==> config.mk <==
export PLATFORM = sky130hd
export DESIGN_NAME = ps2_frame_rx_flat
export DESIGN_NICKNAME = d
export VERILOG_FILES = /design/src/rtl/ps2_pkg.sv /design/src/rtl/ps2_frame_rx_if.sv /design/src/rtl/ps2_line_filter.sv /design/src/rtl/ps2_frame_rx.sv /design/src/flat_wrapper.sv
export SDC_FILE = /design/constraint.sdc
export NUM_CORES = 1
export LEC_CHECK = 0
export CORE_ASPECT_RATIO = 1.75
export CORE_MARGIN = 8
export CORE_UTILIZATION = 55
export CTS_BUF_LIST = sky130_fd_sc_hd__clkbuf_8
export DETAILED_ROUTE_END_ITERATION = 16
export GPL_ROUTABILITY_DRIVEN = 0
export PLACE_DENSITY = 0.75
export SYNTH_ARGS = -nofsm -noshare
export SYNTH_HDL_FRONTEND = slang
export SYNTH_SLANG_ARGS = --single-unit
==> constraint.sdc <==
create_clock -name clk -period 2.05 [get_ports clk]
set_input_delay 0.41 -clock clk [delete_from_list [all_inputs] [get_ports clk]]
set_output_delay 0.41 -clock clk [all_outputs]
set_load 0.02 [all_outputs]
==> run_1/met1.png <==
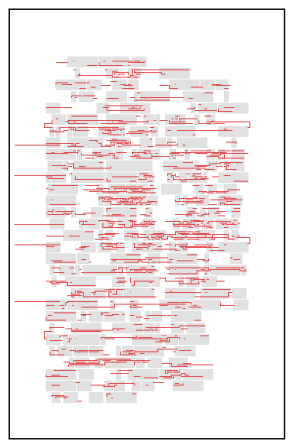
nets with wire on the layer = 247
main direction = horizontal
wire length on this layer = 1,780 um
share of all routed wire = 41%
Routed WL: 4360 um
vias post-DR: 1,729
met1 track demand over resource: 0.115

==> run_1/met2.png <==
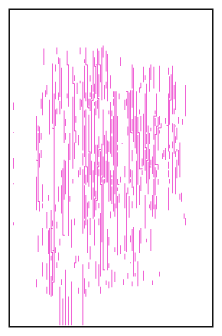
wire length on this layer = 2,340 um
nets with wire on the layer = 225
longest straight run = 60.0 um
share of all routed wire = 54%
routing usage on met2: 0.259

==> run_1/met3.png <==
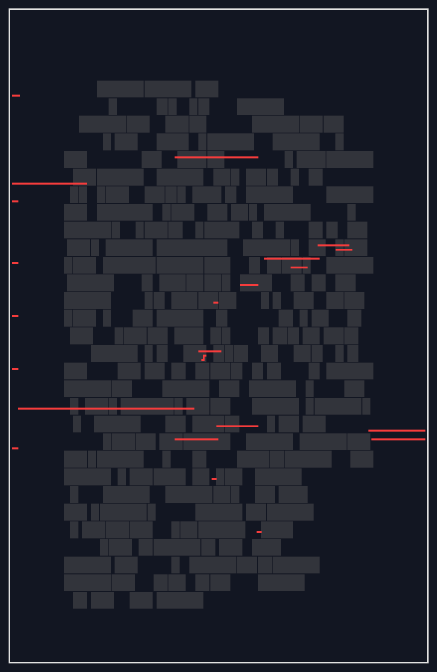
longest straight run = 26.9 um
share of all routed wire = 2.5%
M3 GR Usage: 0.0323

==> qor.txt, run 1 <==
Yosys chip area - 2250 um2
period utilization - 0.922
DRC Markers - 0
Iter 0 DRT Violations - 69
Max Cap Viol - 0
Post-synth top cells - dfxtp_1 (49), nand2_1 (29), nor2_1 (24), mux2i_1 (20), clkbuf_1 (10)
VDD IR-drop max - 0.543 mV
Rows - 31
TritonCTS buffer count - 5
top cells by area - dfxtp_1 (44%), mux2i_1 (8.9%), nand2_1 (4.8%)
Slew HR - 0.694
ant diodes - 0
Buffers & Inverters on Critical Path - 0
FF+latch area - 981 um2
Critical Path Source Type - register
Synth Cell Area - 2250 um2
clk latency late pin - 310 ps
Synth Warn # - 0
fin crit period - 1890 ps
Post-synth seq share - 0.436
ys async rst share - 0
Worst path slowest cell - xor3_1
setup ws final - 159 ps
Synth flops - 49
number of enable flip-flop cells - 0
floorplan core density - 0.557
width of the chip - 64.3 um
core area - 4030 um2
Setup TNS - 0 ps
hold depth - 1
Commonest flop - dfxtp_1
tool warning count - 26
setup bufs post-CTS - 0
library cells used by synthesis - 44
max reg flops - 13
area leader, netlist - dfxtp_1
CP top delay family - multiplexers
DP Area - 2460 um2
Hold Buf Count CTS - 0
DRT antenna net count - 0
Gate Area - 1190 um2
vias in the first global route - 1,687
I/O Pins - 15
layout cells sized above 1 - 0.0941
Worst Reg-to-Reg Cells - 4
GRT Total Usage - 0.137
CTS tree - yes
worst min path class - reg2reg
Setup WS pre-CTS - 99.9 ps
Die Ht - 101 um
Max Clk Rate - 529 MHz
# port buffers - 14
clk sinks - 49
status - finished, final reports clean
Pre-Repair DR Iteration Count - 4
FILL cells - 360
# H-tree levels - 2
Mapped Avg Cell Area - 9.49 um2
Worst-Margin Slew - 450 ps
Nets - 263
CP Data Required Time - 2290 ps
Non-Filler Instances - 304
critical path depth - 4
cell with the most instances after synthesis - dfxtp_1
Synth Net Count - 246
Pwr Density - 661 nW/um2
Final Hold Fails - 0
leak pwr - 0.902 nW
post-cts sizing count - 0
Final Slew Violations - 0
RSZ-0062 raised after global routing - false
Via density - 5.69
Arrival @ worst endpoint - 2130 ps
crit-path cells - xor3_1, or3_4, mux2i_4, mux2i_1
first-pass GRT wire length - 7040 um
worst stage delay on the critical path - 480 ps
initial antenna violation count - 0
dpl cells - 296
clock-pin slew on the worst setup and hold paths - 90 ps
DP HPWL - 3190 um
ys cells - 237
maximum clock insertion buffer count - 2
Final Skew - 5.79 ps
Critical Path Fanout Max - 9
Setup Viol. Count Final - 0
CTS root buf - clkbuf_8
Cells after Synth - 237
largest net degree at the start of global routing - 27
chip area - 6470 um2
grt ovf - 0
Top-area cell share - 0.436
Synth-to-Final Area Change - 14.6%
DR WL/cell - 14.3 um
critical path class - reg2reg
R2R setup slack - 160 ps
fin util - 0.639
## run 1: layout by cell type, fill, tap and decap left out, types with 3 or more instances in the layout
master           instances
clkbuf_8                 6
nand3_1                  4
nand2_1                 29
inv_1                    4
nand2b_1                 7
mux2i_1                 20
xnor2_1                  6
a21oi_1                  8
nor2_1                  24
or4b_2                   3
nor3_1                   7
and4_1                   3
or3_1                    3
and3_1                   3
buf_4                    8
nor4_1                   4
o211ai_1                 4
ha_1                     5
dfxtp_1                 49
nand4b_1                 3
xor2_1                   7
o31ai_1                  3
clkdlybuf4s50_1         14
nor4b_1                  4
nand4_1                  4
## run 1: cell families (layout without fill, tap and decap cells)
family | after synthesis | in the layout | synth area share
AND-OR/OR-AND | 22 | 22 | 0.0690
adder cells (fa/ha/maj) | 5 | 5 | 0.0278
flip-flops | 49 | 49 | 0.436
XOR/XNOR | 15 | 15 | 0.0712
buffers and inverters | 17 | 35 | 0.0323
AND/OR/NAND/NOR | 108 | 108 | 0.264
multiplexers | 21 | 21 | 0.0991
## run 1: area by class of cell
type | instances | area share
clock buffer | 6 | 0.0321
clock inverter | 2 | 0.0146
inverter | 5 | 0.00729
multi-input combinational | 171 | 0.464
sequential | 49 | 0.381
tap | 49 | 0.0238
timing repair buffer | 22 | 0.0777
## run 1: stage by stage
stage          power, mW  hold WS, ps
2_1_floorplan      0.996          386
3_3_place_gp        1.01          388
3_5_place_dp        1.01          392
4_1_cts             1.72          414
5_1_grt             1.76          423
6_report            1.70          413
## run 1: power breakdown
group / switching, mW / leakage, nW / total [mW] / internal (mW)
logic: 0.0162 / 0.449 / 0.0276 / 0.0115
registers: 0.00187 / 0.396 / 0.958 / 0.956
clock network: 0.322 / 0.0574 / 0.719 / 0.397
## run 1: layer usage
layer  up-vias  track usage  wire length, um
li1        867            -                -
met1       825        0.115             1770
met2        29        0.259             2340
met3         8       0.0323              109
met4         0        0.105              133
met5         -            0                0
==> run 2, diff against run 1 <==
--- a/config.mk
+++ b/config.mk
@@ -11,6 +11,7 @@
 export CTS_BUF_LIST = sky130_fd_sc_hd__clkbuf_8
 export DETAILED_ROUTE_END_ITERATION = 16
 export GPL_ROUTABILITY_DRIVEN = 0
+export MAX_ROUTING_LAYER = met4
 export PLACE_DENSITY = 0.75
 export SYNTH_ARGS = -nofsm -noshare
 export SYNTH_HDL_FRONTEND = slang
==> run_2/registers.png <==
Scale bar: 20 um. Other sequential cells in the stronger grey, the rest of the logic in the fainter grey.
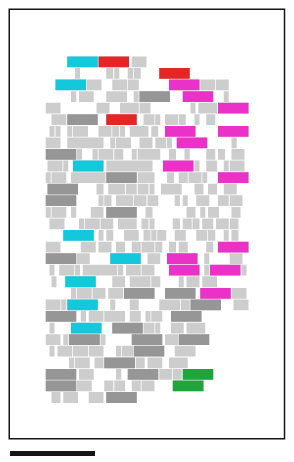
`u_core.shreg_q` -> cyan  # flops 8
`u_core.u_clk_filt.cnt_q` -> green  # flops 2
`u_core.bit_cnt_q` -> red  # flops 3
`u_core.tmo_q` -> magenta  # flops 13
fin util: 0.639
sequential power: 958 uW
FF+latch area: 981 um2
Seq area share: 0.381

==> run 2 against run 1 <==
Highest routed layer unchanged. Combinational power about the same. Count of clock-buffer cells in the layout unchanged. Critical endpoint unchanged. Cell area unchanged. Clock skew about the same. Non-clock buffer count unchanged. Power about the same. Sequential share of layout area unchanged.
==> qor.txt, run 2 <==
Pwr Density - 661 nW/um2 (about the same)
Final Hold Fails - 0 (unchanged)
Synth Warn # - 0 (unchanged)
Worst Reg-to-Reg Cells - 4 (unchanged)
leak pwr - 0.902 nW (unchanged)
maximum clock insertion buffer count - 2 (unchanged)
Non-Filler Instances - 304 (unchanged)
Buffers & Inverters on Critical Path - 0 (unchanged)
Setup Viol. Count Final - 0 (unchanged)
vias post-DR - 1,723 (-0.35%)
Arrival @ worst endpoint - 2130 ps (about the same)
RSZ-0062 raised after global routing - false
post-cts sizing count - 0 (unchanged)
Cells after Synth - 237 (unchanged)
ys cells - 237 (unchanged)
Worst-Margin Slew - 450 ps (+0.303 ps)
met3 wire length - 99 um (-9.2%)
clock-pin slew on the worst setup and hold paths - 90 ps (about the same)
Top-area cell share - 0.436 (unchanged)
Commonest flop - dfxtp_1
# port buffers - 14 (unchanged)
WL met2 - 2330 um (-0.13%)
period utilization - 0.922 (about the same)
Iter 0 DRT Violations - 90 (+30%)
DRT antenna net count - 0 (unchanged)
Post-synth top cells - dfxtp_1 (49), nand2_1 (29), nor2_1 (24), mux2i_1 (20), clkbuf_1 (10)
VDD IR-drop max - 0.541 mV (-0.22%)
setup bufs post-CTS - 0 (unchanged)
Synth Cell Area - 2250 um2 (unchanged)
number of enable flip-flop cells - 0 (unchanged)
top cells by area - dfxtp_1 (44%), mux2i_1 (8.9%), nand2_1 (4.8%)
fin crit period - 1890 ps (+0.186 ps)
library cells used by synthesis - 44 (unchanged)
Final Cell Area - 2580 um2
initial antenna violation count - 0 (unchanged)
largest net degree at the start of global routing - 27 (unchanged)
Yosys chip area - 2250 um2 (unchanged)
clk latency late pin - 310 ps (about the same)
Synth Net Count - 246 (unchanged)
Nets - 263 (unchanged)
floorplan core density - 0.557 (unchanged)
Synth-to-Final Area Change - 14.6% (unchanged)
layout cells sized above 1 - 0.0941 (unchanged)
CTS root buf - clkbuf_8
Final Slew Violations - 0 (unchanged)
crit-path cells - xor3_1, or3_4, mux2i_4, mux2i_1
Max Clk Rate - 529 MHz (about the same)
most frequent cells in the layout - dfxtp_1 (49), nand2_1 (29), nor2_1 (24)
crit path capture type - register
Worst path slowest cell - xor3_1
Die Ht - 101 um (unchanged)
Pre-Repair DR Iteration Count - 4 (unchanged)
ant diodes - 0 (unchanged)
clk sinks - 49 (unchanged)
first-pass GRT wire length - 7040 um (unchanged)
Max Cap Viol - 0 (unchanged)
critical path class - reg2reg
critical path depth - 4 (unchanged)
Synth flops - 49 (unchanged)
GRT Total Usage - 0.140 (+0.00359)
worst min path class - reg2reg
tool warning count - 26 (unchanged)
Mapped Avg Cell Area - 9.49 um2 (unchanged)
top layer in use - met4
max reg flops - 13 (unchanged)
area leader, netlist - dfxtp_1
CTS tree - yes
CP top delay family - multiplexers
core area - 4030 um2 (unchanged)
Final Skew - 5.43 ps (-0.360 ps)
DP Area - 2460 um2 (unchanged)
Setup TNS - 0 ps (unchanged)
CP Data Required Time - 2290 ps (about the same)
Critical Path Source Type - register
Routed WL - 4350 um (about the same)
Post-Route M1 WL - 1790 um (+0.68%)
Post-synth seq share - 0.436 (unchanged)
DP HPWL - 3190 um (unchanged)
width of the chip - 64.3 um (unchanged)
Commonest Layout Cell - dfxtp_1
vias in the first global route - 1,693 (+0.36%)
Hold Buf Count CTS - 0 (unchanged)
hold depth - 1 (unchanged)
DRC Markers - 0 (unchanged)
Critical Path Fanout Max - 9 (unchanged)
DR WL/cell - 14.3 um (about the same)
R2R setup slack - 160 ps (about the same)
cell with the most instances after synthesis - dfxtp_1
Via density - 5.67 (-0.35%)
Rows - 31 (unchanged)
ys async rst share - 0 (unchanged)
TritonCTS buffer count - 5 (unchanged)
status - finished, final reports clean
Slew HR - 0.694 (about the same)
# H-tree levels - 2 (unchanged)
chip area - 6470 um2 (unchanged)
I/O Pins - 15 (unchanged)
grt ovf - 0 (unchanged)
worst stage delay on the critical path - 480 ps (about the same)
dpl cells - 296 (unchanged)
## run 2: cell families after synthesis
family | Yosys count | share of synthesized area
compound gates | 22 | 0.0690
flops | 49 | 0.436
mux | 21 | 0.0991
fa+ha+maj | 5 | 0.0278
buf+inv | 17 | 0.0323
xor+xnor | 15 | 0.0712
simple gates | 108 | 0.264
## run 2: cell type report
cell class	count	area, um2
Inverter	5	18.8
Clock buffer	6	82.6
Fill cell	360	1460
Tap cell	49	61.3
Sequential cell	49	981
Multi-Input combinational cell	171	1190
Clock inverter	2	37.5
Timing Repair Buffer	22	200
## run 2: stage by stage
step	hold WS [ps]	power, mW	setup slack, ps	utilization
finish	413	1.70	159	0.639
global route	423	1.76	45.5	0.639
CTS	414	1.72	140	0.639
detailed placement	392	1.01	99.9	0.609
global placement	388	1.01	159	0.609
floorplan	386	0.996	332	-
## run 2: per-layer routing
metal,global-route usage,vias to the layer above
met1,0.116,823
met2,0.259,25
met4,0.105,0
met3,0.0312,8
met5,-,-
li1,-,867
## run 2: power breakdown
| part | total (mW) | switching (mW) | internal (mW) |
|---|---|---|---|
| combinational | 0.0276 | 0.0161 | 0.0115 |
| clock | 0.718 | 0.321 | 0.397 |
| sequential | 0.958 | 0.00187 | 0.956 |
Power and IR drop assume default switching activity.
